File: src/rtl/irom_loader_if.sv
// irom_loader_if: host byte stream, reload request, IROM write port and load status
interface irom_loader_if #(
    parameter int ADDR_W = 10
);
    logic [7:0]        rx_data;
    logic              rx_valid;
    logic              rx_ready;
    logic              load_req;
    logic              setup;
    logic              irom_wr_en;
    logic [ADDR_W-1:0] irom_addr;
    logic [31:0]       irom_wdata;
    logic [ADDR_W:0]   words_loaded;
    logic              load_done;
    logic              load_err;
    modport slave (
        input  rx_data, rx_valid, load_req,
        output rx_ready, setup, irom_wr_en, irom_addr, irom_wdata, words_loaded, load_done, load_err
    );
    modport master (
        output rx_data, rx_valid, load_req,
        input  rx_ready, setup, irom_wr_en, irom_addr, irom_wdata, words_loaded, load_done, load_err
    );
endinterface

File: src/rtl/irom_loader.sv
// irom_loader: framed byte stream to IROM writer with XOR checksum gating the setup release
module irom_loader #(
    parameter int ADDR_W    = 10,
    parameter int BASE_ADDR = 0
) (
    input logic          clk,
    input logic          rst,
    irom_loader_if.slave bus_if
);
    typedef enum logic [2:0] {HDR, DATA, CSUM, DONE, ERR} state_t;
    localparam logic [32:0]       DEPTH = 33'd1 << ADDR_W;
    localparam logic [ADDR_W-1:0] BASE  = ADDR_W'(BASE_ADDR);
    state_t            state_q, state_d;
    logic [31:0]       n_q, n_d;
    logic [1:0]        idx_q, idx_d;
    logic [23:0]       asm_q, asm_d;
    logic [7:0]        csum_q, csum_d;
    logic [ADDR_W:0]   wl_q, wl_d;
    logic [ADDR_W-1:0] addr_q, addr_d;
    logic [31:0]       wdata_q, wdata_d;
    logic              wr_q, wr_d;
    logic              rx_ready;
    logic              fire;
    logic [31:0]       n_new;
    logic [7:0]        d;
    assign d        = bus_if.rx_data;
    assign rx_ready = !rst && (state_q == HDR || state_q == DATA || state_q == CSUM);
    assign fire     = bus_if.rx_valid && rx_ready;
    assign n_new    = {d, n_q[31:8]};
    assign bus_if.rx_ready     = rx_ready;
    assign bus_if.setup        = rst || state_q != DONE;
    assign bus_if.load_done    = !rst && state_q == DONE;
    assign bus_if.load_err     = !rst && state_q == ERR;
    assign bus_if.irom_wr_en   = !rst && wr_q;
    assign bus_if.irom_addr    = rst ? BASE : addr_q;
    assign bus_if.irom_wdata   = rst ? 32'd0 : wdata_q;
    assign bus_if.words_loaded = rst ? '0 : wl_q;
    // state and datapath registers, cleared by synchronous reset
    always_ff @(posedge clk) begin
        if (rst) begin
            state_q <= HDR;
            n_q     <= '0;
            idx_q   <= '0;
            asm_q   <= '0;
            csum_q  <= '0;
            wl_q    <= '0;
            addr_q  <= BASE;
            wdata_q <= '0;
            wr_q    <= 1'b0;
        end else begin
            state_q <= state_d;
            n_q     <= n_d;
            idx_q   <= idx_d;
            asm_q   <= asm_d;
            csum_q  <= csum_d;
            wl_q    <= wl_d;
            addr_q  <= addr_d;
            wdata_q <= wdata_d;
            wr_q    <= wr_d;
        end
    end
    // frame parsing: header count, word assembly with one-cycle-late write strobe, checksum verdict
    always_comb begin
        state_d = state_q;
        n_d     = n_q;
        idx_d   = idx_q;
        asm_d   = asm_q;
        csum_d  = csum_q;
        wl_d    = wl_q;
        addr_d  = addr_q;
        wdata_d = wdata_q;
        wr_d    = 1'b0;
        case (state_q)
            HDR: if (fire) begin
                n_d   = n_new;
                idx_d = idx_q + 2'd1;
                if (idx_q == 2'd3)
                    state_d = ({1'b0, n_new} > DEPTH) ? ERR : (n_new == 32'd0) ? CSUM : DATA;
            end
            DATA: if (fire) begin
                csum_d = csum_q ^ d;
                idx_d  = idx_q + 2'd1;
                if (idx_q == 2'd3) begin
                    wr_d    = 1'b1;
                    wdata_d = {d, asm_q};
                    addr_d  = BASE + wl_q[ADDR_W-1:0];
                    wl_d    = wl_q + 1'b1;
                    if (32'(wl_q) + 32'd1 == n_q)
                        state_d = CSUM;
                end else begin
                    asm_d = (idx_q == 2'd0) ? {asm_q[23:8], d} :
                            (idx_q == 2'd1) ? {asm_q[23:16], d, asm_q[7:0]} :
                                              {d, asm_q[15:0]};
                end
            end
            CSUM: if (fire)
                state_d = (d == csum_q) ? DONE : ERR;
            default: if (bus_if.load_req) begin
                state_d = HDR;
                n_d     = '0;
                idx_d   = '0;
                asm_d   = '0;
                csum_d  = '0;
                wl_d    = '0;
                addr_d  = BASE;
            end
        endcase
    end
endmodule
File: src/flat_wrapper.sv
// flat-port wrapper written by rule: the top's interface ports become plain ports
module irom_loader_flat 
#(
    parameter int ADDR_W    = 10,
    parameter int BASE_ADDR = 0
)
  (clk, rst, bus_if_rx_data, bus_if_rx_valid, bus_if_load_req, bus_if_rx_ready, bus_if_setup, bus_if_irom_wr_en, bus_if_irom_addr, bus_if_irom_wdata, bus_if_words_loaded, bus_if_load_done, bus_if_load_err);
  irom_loader_if #(.ADDR_W(ADDR_W)) bus_if_i ();
  input logic clk;
  input logic rst;
  input wire logic [$bits(bus_if_i.rx_data)-1:0] bus_if_rx_data;
  input wire logic [$bits(bus_if_i.rx_valid)-1:0] bus_if_rx_valid;
  input wire logic [$bits(bus_if_i.load_req)-1:0] bus_if_load_req;
  output wire logic [$bits(bus_if_i.rx_ready)-1:0] bus_if_rx_ready;
  output wire logic [$bits(bus_if_i.setup)-1:0] bus_if_setup;
  output wire logic [$bits(bus_if_i.irom_wr_en)-1:0] bus_if_irom_wr_en;
  output wire logic [$bits(bus_if_i.irom_addr)-1:0] bus_if_irom_addr;
  output wire logic [$bits(bus_if_i.irom_wdata)-1:0] bus_if_irom_wdata;
  output wire logic [$bits(bus_if_i.words_loaded)-1:0] bus_if_words_loaded;
  output wire logic [$bits(bus_if_i.load_done)-1:0] bus_if_load_done;
  output wire logic [$bits(bus_if_i.load_err)-1:0] bus_if_load_err;
  assign bus_if_i.rx_data = bus_if_rx_data;
  assign bus_if_i.rx_valid = bus_if_rx_valid;
  assign bus_if_i.load_req = bus_if_load_req;
  assign bus_if_rx_ready = bus_if_i.rx_ready;
  assign bus_if_setup = bus_if_i.setup;
  assign bus_if_irom_wr_en = bus_if_i.irom_wr_en;
  assign bus_if_irom_addr = bus_if_i.irom_addr;
  assign bus_if_irom_wdata = bus_if_i.irom_wdata;
  assign bus_if_words_loaded = bus_if_i.words_loaded;
  assign bus_if_load_done = bus_if_i.load_done;
  assign bus_if_load_err = bus_if_i.load_err;
  irom_loader #(.ADDR_W(ADDR_W), .BASE_ADDR(BASE_ADDR)) u_core (.clk(clk), .rst(rst), .bus_if(bus_if_i));
endmodule
File: config.mk
export PLATFORM = sky130hd
export DESIGN_NAME = irom_loader_flat
export DESIGN_NICKNAME = d
export VERILOG_FILES = /design/src/rtl/irom_loader_if.sv /design/src/rtl/irom_loader.sv /design/src/flat_wrapper.sv
export SDC_FILE = /design/constraint.sdc
export NUM_CORES = 1
export LEC_CHECK = 0
export CORE_ASPECT_RATIO = 0.7
export CORE_MARGIN = 2
export CORE_UTILIZATION = 50
export CTS_CLUSTER_DIAMETER = 120
export DETAILED_ROUTE_END_ITERATION = 10
export PLACE_DENSITY = 0.76
export SYNTH_ARGS = -nofsm -noshare
export SYNTH_HDL_FRONTEND = slang
export SYNTH_SLANG_ARGS = --single-unit
File: constraint.sdc
create_clock -name clk -period 2.25 [get_ports clk]
set_input_delay 0.45 -clock clk [delete_from_list [all_inputs] [get_ports clk]]
set_output_delay 0.45 -clock clk [all_outputs]
set_load 0.05 [all_outputs]
**Run 1: selected gate families**

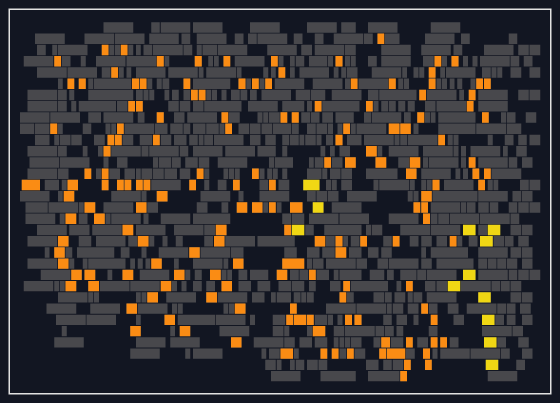
legend:
  yellow:
    family: AND-OR and OR-AND gates
    cells: 12
    most_used: a22o_1
  orange:
    family: inverting AOI/OAI gates
    cells: 156
    most_used: a21oi_1
    where: widely spread
final std cells w/o fill: 961
most common logic cell in the routed design: sky130_fd_sc_hd__dfxtp_1
logic gate fraction of the total cell area: 0.389

**Run 1: routed metal, one color a layer**

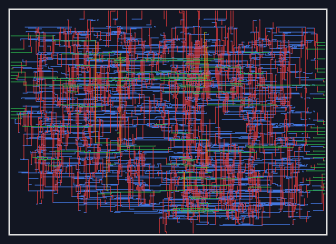
legend:
  red:
    layer: met2
    wire_length: 6650 um
  blue:
    layer: met1
    wire_length: 7350 um
  green:
    layer: met3
    wire_length: 1230 um
  orange:
    layer: met4
    wire_length: 154 um
WL final: 15.4 mm
Overall Global Routing Usage: 0.258
WL per Instance: 16.0 um
DR vias: 5374

==> summary.txt, run 1 <==
Notes on the physical design

The total instance count after detailed placement is 929. Looking at the max-slew report, the worst-margin pin has a slew of 0.619 ns. Per the final report, max-transition violations number 0. The final period utilization is 0.981. Broken down by cell family, the worst path's largest delay share belongs to buffers and inverters. Synthesis produced a netlist whose cell count is 706. By instance count after routing, the leading logic cell types are sky130_fd_sc_hd__dfxtp_1, sky130_fd_sc_hd__nand2_1, sky130_fd_sc_hd__buf_4. The total global routing overflow is 0. Across the VDD grid, the largest voltage drop is 0.563 mV.

The total cell area reported by yosys after synthesis is 0.00561 mm2. The final critical path time including I/O delays and setup is 2.21 ns. In this run, synthesis produced a sequential element count of 123. In this run the worst path has a maximum fanout of 7. The number of clock buffers added by TritonCTS is 17. The worst slack at placement is -0.204 ns. The layout summary lists the proportion of cells stronger than drive strength 1 as 0.212.

The number of port buffers is 69. No sink is reached through more buffers than the 2 on the longest clock path. The core footprint is 0.0110 mm2.

The type of element capturing the critical path is a flip-flop. The fmax is 453 MHz. Once iteration 0 of detailed routing completed, the report listed 452 DRC markers. During I/O placement, the number of pins put on the boundary was 70. The proportion of netlist area held by the largest area contributor is 0.439. The tool flagged a number of max-cap violations equal to 0.

The count of distinct cell types in the synthesized netlist is 48. In this design, the stage delay of the slowest critical-path cell is 0.40 ns. TritonCTS built the clock tree. The root buffer cell is sky130_fd_sc_hd__clkbuf_16. The number of cells in the yosys synthesis report is 706. The number of buffers and inverters on the critical path is 3. The post-synth net total is 722. The leakage power of the design is 2.76 nW. The mean area per synthesized cell is 7.95 um2.

Looking at area per cell type in the netlist, the leader is sky130_fd_sc_hd__dfxtp_1. The final instance area is 0.00751 mm2. Of the synthesized area, sequential elements account for 0.439. According to the timing report, the data required time at the worst endpoint equals 2.55 ns. The headroom to the max-slew limit is 0.584. Counting stages on the worst path, the most repeated cell is sky130_fd_sc_hd__buf_4. The number of antenna violations at the first check in global routing is 0. In the log, the iteration count for the first detailed-route pass is 5. The first global-routing pass estimated 24.6 mm of wire. Walking the worst path, the cells encountered are buf_4 > nand3_1 > nor4_1 > buf_4 > xnor2_1 > nand4_1 > a2111oi_2 > buf_4 > o31ai_1. The horizontal extent of the die is 131 um. According to the CTS report, the clock sink count is 123. The detailed-route wire length on metal 1 is 7.35 mm. The setup clock skew after layout is 0.00589 ns. The floorplan die area is 0.0121 mm2. The via count of the first global-routing pass is 4882. RePlAce ended its routability-driven mode at a weighted congestion of 0.891. On the critical path, the stage with the largest delay is an instance of sky130_fd_sc_hd__dfxtp_1. The final-stage net count is 811.

For reference, the most critical setup path is categorized as reg2reg. The number of H-tree branching levels is 4. The number of synthesis warnings is 0. After synthesis, the cell types taking the most area are sky130_fd_sc_hd__dfxtp_1, sky130_fd_sc_hd__a21oi_1, sky130_fd_sc_hd__nand2_1.

In the routed design, unresolved DRC markers number 0. The startpoint type of the worst setup path is a flip-flop. The repair_antennas step left the layout with diodes totalling 0. The startpoint of the tightest hold check path is u_core.wdata_q[21]. The number of placement rows is 32.

Setup repair after global routing left no endpoint under its margin. The maximum number of pins on one net before global-route repair is 99. The y dimension of the die is 92.6 um.

The clock edge transition at the registers on the reported setup and hold paths is 0.06 ns. The run finished with clean final reports. The final hold violation count is 0. The number of routed nets with antenna violations is 0. The floorplan utilization is 0.512.

In this run the cell area measured after placement is 0.00690 mm2. The source of the critical timing path is u_core.wl_q[3]. Post-CTS timing repair inserted 0 buffers for setup.

The flow reported a cell area power density of 718 mW/mm2. Detailed routing placed a total of 6.65 mm of wire on met2. Setup slack on the critical path of the routed design comes to 0.0428 ns. The area growth from synthesis to layout is 33.9%. The type recorded for the worst min-delay path is reg2reg. The highest routing layer actually used is met4. After detailed routing, the met3 layer carries 1.23 mm of wire. The half-perimeter wire length after placement is 10.6 mm. After synthesis the cells add up to 0.00561 mm2. The routed via count divided by cell count is 5.59. The total setup violations reported at the end of the flow is 0. The source of the worst register-to-register timing path is u_core.wl_q[3].

At the worst endpoint, the arrival time is 2.51 ns. In this run the tools logged warnings totalling 29.
**Run 1: routed clock nets over the placement**

Scale bar: 50 um.
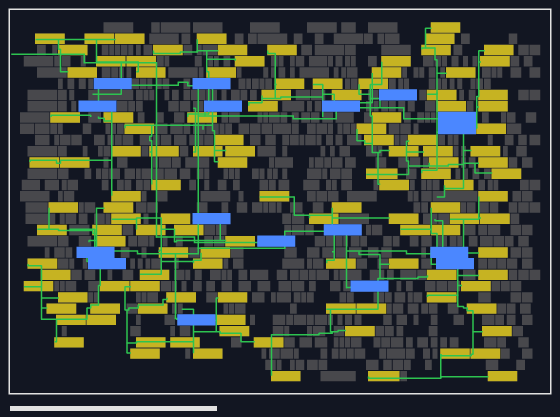
legend:
  blue:
    item: cells driving clock nets
    count: 17
  yellow:
    item: flip-flops
    count: 123
  green:
    item: clock wires
    length: 1490 um
routed clock nets: 18
flops lie: widely spread
clk latency late pin: 0.41 ns
clock share of power: 0.498

==> run 1: final cells by class <==
cell class / instances / area [um2]
fill: 886 / 3460
multi-input combinational: 517 / 2920
sequential: 123 / 2460
timing repair buffer: 128 / 1310
clock buffer: 19 / 443
tap: 153 / 191
clock inverter: 13 / 144
inverter: 8 / 33.8
==> run 1: final timing paths <==
kind / endpoint / slack (ns) / cells past startpoint
setup / recovery: u_core.state_q[0] / 0.04 / 9
hold reg to reg: u_core.wdata_q[21] / 0.45 / 2
hold / removal: u_core.wdata_q[21] / 0.45 / 2
setup reg to reg: u_core.state_q[0] / 0.04 / 9
==> run 1: tightest hold or removal path, cell delays in order (launching register included) <==
cell and delay [ns]:
sky130_fd_sc_hd__dfxtp_1 0.30, sky130_fd_sc_hd__nand2_1 0.05, sky130_fd_sc_hd__a21oi_1 0.05
==> run 1: through the flow <==
stage                      util  hold WS (ns)  TNS [ns]  power, mW
after global routing      0.685         0.461         0       5.56
final                     0.685         0.449         0       5.40
after floorplan               -         0.432    -0.104       2.56
after detailed placement  0.629         0.443     -3.69       2.74
after CTS                 0.683         0.450         0       5.40
after global placement    0.629         0.440    -0.919       2.73
==> run 1: power by group <==
| group | switching [mW] | internal [mW] | leakage (nW) |
|---|---|---|---|
| Sequential | 0.0258 | 2.20 | 0.993 |
| Clock | 1.02 | 1.66 | 0.276 |
| Combinational | 0.313 | 0.170 | 1.50 |
| Total | 1.36 | 4.04 | 2.76 |
==> run 1: logic make-up after synthesis <==
kind of cell | count (synthesis) | synth area share
compound gates | 168 | 0.185
xor+xnor | 23 | 0.0386
fa+ha+maj | 4 | 0.00892
buf+inv | 66 | 0.0477
flops | 123 | 0.439
mux | 2 | 0.00357
simple gates | 320 | 0.278
==> run 1: state kept, by name (all words and copies together) (netlist names) <==
register and count:
u_core.asm_q 24, u_core.idx_q 2, u_core.state_q 3, u_core.csum_q 8
u_core.addr_q 10, u_core.n_q 32, u_core.wdata_q 32, u_core.wr_q 1
u_core.wl_q 11
==> run 1: per-layer routing <==
metal / GRT usage / up-vias
li1: - / 2615
met1: 0.375 / 2532
met2: 0.386 / 210
met3: 0.0653 / 17
met4: 0.0594 / 0
met5: 0 / -
==> run 1: Yosys cell counts, drive strengths merged <==
library cell / instances
o41ai: 1
a22o: 10
a31oi: 1
xor3: 1
nand4: 7
o221a: 1
nand3: 24
buf: 15
o211ai: 1
nor3b: 2
o31ai: 2
inv: 8
and2: 3
or2: 2
a21oi: 76
nand2b: 3
o221ai: 1
a221oi: 1
mux2i: 2
ha: 4
nor3: 9
nor4b: 2
a22oi: 41
or4: 3
o21ai: 25
xor2: 5
nor4: 9
nand2: 96
a2111oi: 1
dfxtp: 123
o311ai: 1
or3: 7
nor2b: 54
nand3b: 9
and3: 4
o21a: 1
a211oi: 5
nand4b: 2
nor2: 84
clkbuf: 43
xnor2: 17
==> run 1: repair_timing <==
action                     4_1_cts  5_1_grt
gates resized                    1        7
hold buffers                     0        0
pin swaps                        0        2
setup endpoints to repair        1       19
==> inputs of run 2 (changes only) <==
HOLD_SLACK_MARGIN = 0.1   (was not set)
MAX_ROUTING_LAYER = met4   (was not set)
**Run 2: selected gate families**

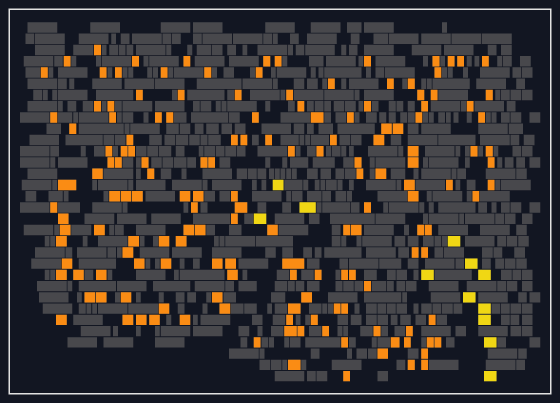
legend:
  yellow:
    family: AND-OR and OR-AND gates
    cells: 12
    most_used: a22o_1
  orange:
    family: inverting AOI/OAI gates
    cells: 156
    most_used: a21oi_1
    where: widely spread
logic gate fraction of the total cell area: 0.384
final std cells w/o fill: 966

**Run 2: clock routing**

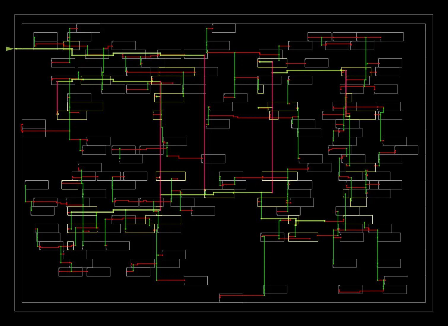
flip-flop and latch count: 123
tally of clock buffers in the finished layout: 20
Clock Sink Count: 123
clock distribution power: 2.89 mW
final setup skew: 0.00490 ns

==> summary.txt, run 2 <==
Notes on the physical design

Looking at the gate-level netlist, the highest instance count belongs to sky130_fd_sc_hd__dfxtp_1. The final critical path time including I/O delays and setup was 2.16 ns (-0.0500 ns). The detail-routed net length per standard cell was 15.6 um (-2.4%). In the final layout, the registers with the most flip-flops are u_core.n_q x32, u_core.wdata_q x32, u_core.asm_q x24. The final period utilization was 0.959 (-0.0222). The number of diodes added for antenna fixing is 0 (unchanged).

The total tool warning count is 30 (+3.4%). For reference, the top cells by area after synthesis are sky130_fd_sc_hd__dfxtp_1, sky130_fd_sc_hd__a21oi_1, sky130_fd_sc_hd__nand2_1. The fraction of final layout cells with drive strength greater than 1 is 0.213 (+0.00116). The y dimension of the die is 92.6 um (unchanged). The weighted congestion at the end of routability-driven global placement is 0.917 (+2.9%). The core occupancy in the finished layout is 0.693 (+0.00855). The power per cell area is 737 mW/mm2 (+2.6%). The root buffer cell is sky130_fd_sc_hd__clkbuf_16. Yosys reports that the most numerous cell types are sky130_fd_sc_hd__dfxtp_1, sky130_fd_sc_hd__nand2_1, sky130_fd_sc_hd__nor2_1, sky130_fd_sc_hd__a21oi_1, sky130_fd_sc_hd__nor2b_1.

The mean area per synthesized cell is 7.95 um2 (unchanged). The number of pins with negative max-slew slack in the final report is 0 (unchanged). The maximum ir drop on the vdd rail came to 0.539 mV (-4.3%). The cell count after synthesis is 706 (unchanged). The floorplan utilization was 0.512 (unchanged). The report lists the cells along the critical path as buf_4 > nand2_1 > or3_1 > a211oi_1 > nand4_1 > a2111oi_2 > buf_4 > o31ai_1. The startpoint type of the worst setup path is a flip-flop. The core footprint was 0.0110 mm2 (unchanged). The horizontal extent of the die is 131 um (unchanged). The worst hold margin is 0.448 ns (-0.00151 ns). The worst endpoint required time is 2.55 ns (about the same). The final total power is 5.61 mW (+3.9%).

The data arrival time of the critical path is 2.46 ns (-0.05 ns). The largest stage delay on the critical path is 0.38 ns (-0.02 ns). The half-perimeter wire length after placement came to 10.6 mm (+0.62%). The clock latency on the worst-skew pair was 0.41 ns (about the same). The top-level I/O count is 70 (unchanged). The first-pass GRT wire length is 24.7 mm (+0.39%). The max-cap violation count was 0 (unchanged).

Broken down by cell family, the worst path's largest delay share belongs to AND-OR/OR-AND gates. The synthesized cell area is 0.00561 mm2 (unchanged). The routed via count divided by cell count is 5.60 (+0.11%). The run finished with clean final reports. The number of hold buffers added after CTS is 0 (unchanged). The worst setup path is of the reg2reg kind. The leakage power of the design is 2.83 nW (+2.3%). The number of H-tree branching levels was 4 (unchanged). The cell type with the largest total area after synthesis is sky130_fd_sc_hd__dfxtp_1. The clock power share is 0.515 (+0.017). The number of cells in the yosys synthesis report is 706 (unchanged). The clock tree from TritonCTS is yes.

The number of routed nets with antenna violations was 0 (unchanged). The switching part of the total power is 0.231 (-0.0211). The length of the first detailed-routing pass in iterations is 5 (unchanged). The layout overhead on the synthesized area is 35.5%. The min-delay analysis places its worst path in the category in2reg. The proportion of synthesized flip-flops having asynchronous set or reset is 0 (unchanged). The via count of the first global-routing pass came to 4961 (+1.6%). The final-stage net count came to 816 (+0.62%). The number of antenna violations at the first check in global routing is 0 (unchanged).

Setup repair after global routing could not meet its margin everywhere.
**Run 2: routed metal, one color a layer**

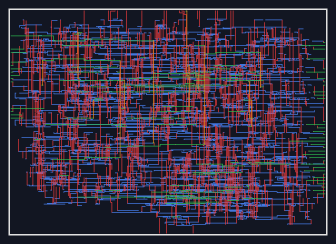
legend:
  green:
    layer: met3
    wire_length: 1170 um
  blue:
    layer: met1
    wire_length: 7130 um
  orange:
    layer: met4
    wire_length: 263 um
  red:
    layer: met2
    wire_length: 6530 um
WL final: 15.1 mm
Overall Global Routing Usage: 0.269
DR vias: 5408

[run 2: metal layers]
metal | global-route usage | wire length [um] | vias to the layer above
met5 | - | 0 | -
met4 | 0.0895 | 263 | 0
met3 | 0.0583 | 1170 | 32
met2 | 0.396 | 6530 | 213
met1 | 0.368 | 7130 | 2530
li1 | - | - | 2633
[run 2: worst min-delay path: stages]
cell and delay, ns:
sky130_fd_sc_hd__buf_4 0.13, sky130_fd_sc_hd__buf_12 0.18, sky130_fd_sc_hd__a21oi_1 0.05
[run 2: kinds of logic (layout without fill, tap and decap cells)]
family                   after synthesis  in the layout  share of synthesized area
flip-flops                           123            123                      0.439
AND-OR/OR-AND                        168            168                      0.185
AND/OR/NAND/NOR                      320            320                      0.278
buffers and inverters                 66            173                     0.0477
XOR/XNOR                              23             23                     0.0386
multiplexers                           2              2                    0.00357
adder cells (fa/ha/maj)                4              4                    0.00892
[run 2: path summary, 6_finish.rpt]
kind,slack [ns],cells after the start,end,startpoint
max reg2reg,0.09,8,u_core.state_q[0],u_core.wl_q[0]
min,0.45,3,u_core.asm_q[17],rst
max,0.09,8,u_core.state_q[0],u_core.wl_q[0]
min reg2reg,0.45,2,u_core.wdata_q[5],u_core.wdata_q[5]
[run 2: final cells by class]
class | count | area [um2]
Inverter | 8 | 33.8
Timing Repair Buffer | 133 | 1360
Fill cell | 894 | 3360
Tap cell | 153 | 191
Clock buffer | 20 | 467
Sequential cell | 123 | 2460
Multi-Input combinational cell | 517 | 2920
Clock inverter | 12 | 169
[run 2: what timing repair did]
item / CTS / global route
resized: 0 / 5
buffers inserted: 0 / 0
setup endpoints to repair: 0 / 18
[run 2: metrics by stage]
step                      TNS [ns]  cells  setup WS (ns)
after global placement      -0.432    934        -0.0782
after detailed placement     -2.70    934         -0.173
after global routing      -0.00694    966       -0.00694
after floorplan             -0.104    706        -0.0522
after CTS                        0    966         0.0641
final                            0    966         0.0928
[run 2: power by group through the flow]
stage | Clock, mW | Sequential, mW | Combinational, mW
final | 2.89 | 2.23 | 0.491
after global routing | 3.04 | 2.23 | 0.538
after CTS | 2.92 | 2.23 | 0.478
after detailed placement | 0 | 2.27 | 0.473
after global placement | 0 | 2.27 | 0.464
after floorplan | 0 | 2.26 | 0.298
Power figures rest on the tool's default switching activity, not on a simulated workload.
